`config.mk`:
```
export PLATFORM = sky130hd
export DESIGN_NAME = frame_bit_counter
export DESIGN_NICKNAME = d
export VERILOG_FILES = /design/src/rtl/frame_bit_counter.sv
export SDC_FILE = /design/constraint.sdc
export NUM_CORES = 1
export LEC_CHECK = 0
export ABC_AREA = 1
export CORE_UTILIZATION = 32
export CTS_BUF_LIST = sky130_fd_sc_hd__clkbuf_16
export DETAILED_ROUTE_END_ITERATION = 8
export PLACE_DENSITY = 0.58
export SLEW_MARGIN = 40
export SYNTH_ARGS = -nofsm -noshare
export SYNTH_HDL_FRONTEND = slang
export SYNTH_SLANG_ARGS = --single-unit
```
`constraint.sdc`:
```
create_clock -name Clock -period 1.9 [get_ports Clock]
set_input_delay 0.285 -clock Clock [delete_from_list [all_inputs] [get_ports Clock]]
set_output_delay 0.285 -clock Clock [all_outputs]
set_load 0.02 [all_outputs]
```
`src/rtl/frame_bit_counter.sv`:
```
// Bit-slot counter for the SERDES datapath: counts strobes through a frame of
// programmable length, pulses tick on frame completion and keeps a frame tally.
module frame_bit_counter #(
    parameter int CNT_W       = 4,
    parameter int DEFAULT_LEN = 10
) (
    input  logic             Clock,
    input  logic             ResetN,
    input  logic             start,
    input  logic             en,
    input  logic             abort,
    input  logic             auto_reload,
    input  logic [CNT_W-1:0] len,
    output logic [CNT_W-1:0] remaining,
    output logic             busy,
    output logic             tick,
    output logic [7:0]       frames
);

    typedef enum logic {
        IDLE,
        RUN
    } state_e;

    localparam logic [CNT_W-1:0] DefLen = CNT_W'(DEFAULT_LEN);
    localparam logic [CNT_W-1:0] One    = CNT_W'(1);

    state_e           state_q;
    logic [CNT_W-1:0] len_q;
    logic [CNT_W-1:0] remaining_q;
    logic             busy_q;
    logic             tick_q;
    logic [7:0]       frames_q;
    logic [CNT_W-1:0] len_d;

    // A zero length request falls back to the default frame length.
    assign len_d = (len == '0) ? DefLen : len;

    // Abort outranks the final strobe, which outranks start; start is only seen in IDLE.
    always_ff @(posedge Clock or negedge ResetN) begin
        if (!ResetN) begin
            state_q     <= IDLE;
            len_q       <= DefLen;
            remaining_q <= '0;
            busy_q      <= 1'b0;
            tick_q      <= 1'b0;
            frames_q    <= 8'd0;
        end else begin
            tick_q <= 1'b0;
            case (state_q)
                IDLE: begin
                    if (start && !abort) begin
                        len_q       <= len_d;
                        remaining_q <= len_d - One;
                        busy_q      <= 1'b1;
                        state_q     <= RUN;
                    end
                end
                RUN: begin
                    if (abort) begin
                        remaining_q <= '0;
                        busy_q      <= 1'b0;
                        state_q     <= IDLE;
                    end else if (en) begin
                        if (remaining_q == '0) begin
                            tick_q   <= 1'b1;
                            frames_q <= frames_q + 8'd1;
                            if (auto_reload) begin
                                remaining_q <= len_q - One;
                            end else begin
                                busy_q  <= 1'b0;
                                state_q <= IDLE;
                            end
                        end else begin
                            remaining_q <= remaining_q - One;
                        end
                    end
                end
                default: begin
                    state_q <= IDLE;
                    busy_q  <= 1'b0;
                end
            endcase
        end
    end

    assign remaining = remaining_q;
    assign busy      = busy_q;
    assign tick      = tick_q;
    assign frames    = frames_q;

endmodule
```
==> results.tsv <==
stage	metric	value	unit
status	status	complete, no violations	
timing	rsz0062_at_grt	false	
setup_path	crit_end	frames[0]	
final_layout	ff_count	19	
synthesis	synth_top_area_share	41.1	%
synthesis	yosys.stat.seqShare	46.1	%
floorplanning	dieWidth	58.9	um
synthesis	synth.distinct_cells	24	
final_layout	logic_gate_count	89	
final_layout	largest_cell_class	registers	
hold_path	min_path_type	in -> async	
timing	hold_viol	0	
setup_path	path_depth	1	
placement	hpwl	1720	um
synthesis	synth_cells	130	
synthesis	most_common_cell	nand2_1	
setup_path	worstReg2RegStart	state_q	
clock_network	htreeDepth	1	
synthesis	edf_count	0	
floorplanning	taps	44	
synthesis	ys_top_cells_by_count	26 x nand2_1, 19 x inv_1, 17 x dfrtp_1	
setup_path	path_class	reg -> out	
routing	wl_met2	1070	um
setup_path	worstSetupStartpointType	flip-flop	
final_layout	combGateArea	475	um2
synthesis	ys_sh_xor	5.92	%
placement	gp_routability_congestion	0.793	
setup_path	startpoint	frames[0]	
global_route	grt.busiest_layer	met2	
routing	drt_iter0_markers	18	
global_route	grt_pass1_vias	936	
final_layout	clk_share	5.76	%
synthesis	ff_type	dfrtp_1	
synthesis	compound_area_share	10.3	%
power	p_leak	0.667	nW
power	power	2.08	mW
clock_network	clock-root-buffer	clkbuf_16	
global_route	use_met2	25.0	%
floorplanning	die_h	58.9	um
setup_path	cp.required	1.62	ns
clock_network	cts_buffers	3	
floorplanning	fp_util	33.9	%
routing	via_count	937	
timing	max_slew_margin	81.4	%
global_route	grt_util_met1	18.7	%
final_layout	nClkBuffers	3	
routing	dr.pass1.iters	4	
clock_network	cts_tree	done	
setup_path	cp.arrival	1.33	ns
clock_network	post_cts_resized	0	
setup_path	crit_path_end_kind	output pin	
routing	route.met3.wl	109	um
synthesis	ys_ff	19	
synthesis	logic_family	simple AND/OR/NAND/NOR gates	
placement	place_ws	0.0417	ns
routing	detail_route.wirelength	2220	um
routing	drt-wirelength-per-cell	10.8	um
setup_path	cpLargestDelayFamily	buffers and inverters	
## flip-flops by register name (all words and copies together) (netlist names)
signal     flops
frames         8
busy           1
remaining      4
tick           1
len_q          4
state_q        1
## cell usage in the layout (no fill, tap or decap), types with 3 or more instances in the layout
| cell type | count |
|---|---|
| nor2_1 | 15 |
| clkdlybuf4s50_1 | 23 |
| xnor2_1 | 3 |
| nand2_1 | 26 |
| xor2_1 | 4 |
| nor3_1 | 3 |
| dfrtp_1 | 17 |
| a21oi_1 | 8 |
| inv_1 | 19 |
| clkbuf_16 | 3 |
| nand3_1 | 9 |
| o21ai_0 | 9 |
| buf_4 | 4 |
## power breakdown
part	switching, mW	internal, mW	total [mW]
logic	0.540	0.392	0.932
registers	0.131	0.572	0.702
clock network	0.157	0.284	0.441
total	0.828	1.25	2.08
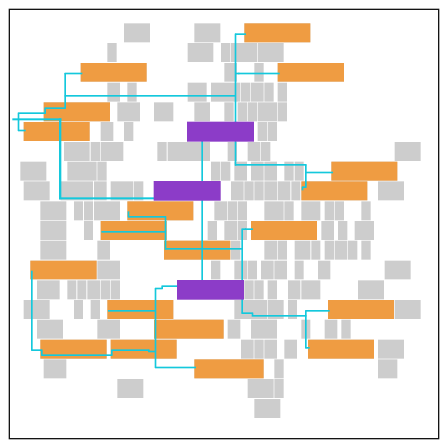
Figure 1: clock network drawn from the DEF.
[clock wires] cyan | length: 264 um
[flip-flops] orange | count: 19
[clock-net drivers] purple | count: 3
flops lie: all over the die
routed clock nets: 4
Clk power: 0.441 mW
Clock Power Share: 21.3%
Late-Pin Clk Latency: 0.25 ns
clock skew: 0.00397 ns

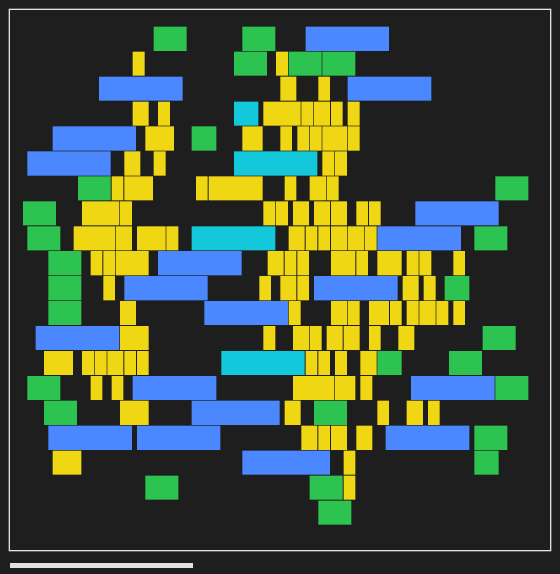
Figure 2: placed cells, one color a class.
Scale bar: 20 um.
| class | color | cells | share of their area |
|---|---|---|---|
| remaining logic cells | yellow | 111 | 40% |
| clock drivers and dummy loads | cyan | 4 | 6.0% |
| registers | blue | 19 | 35% |
| remaining buffers and delay cells | green | 27 | 19% |
Seq/total area: 33.3%
final instance area: 1430 um2
row cnt: 20
final core occ: 47.0%

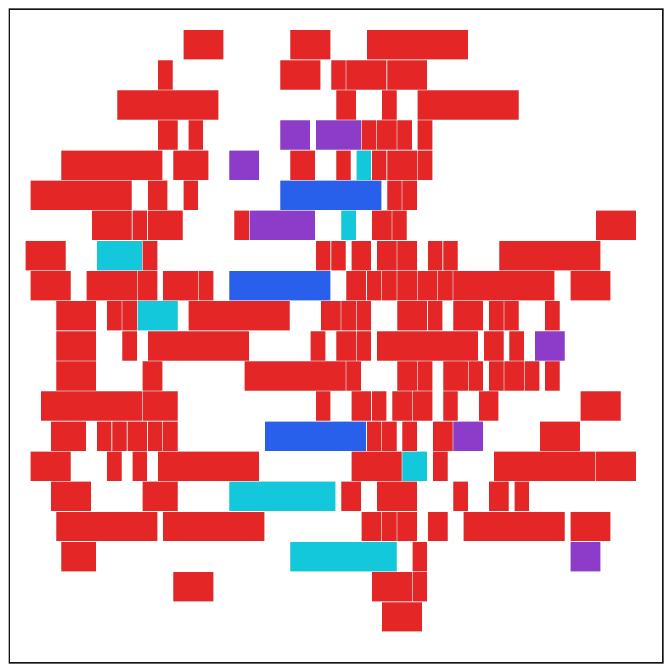
Figure 3: cell sizes after repair.
| size | color | cells |
|---|---|---|
| x2 | cyan | 7 |
| x1 and smaller | red | 144 |
| x6 and larger | blue | 3 |
| x3 and x4 | purple | 7 |
worst setup margin: 0.286 ns
area delta synth->final: 38.4%

Power is estimated from default activity; no workload was simulated.
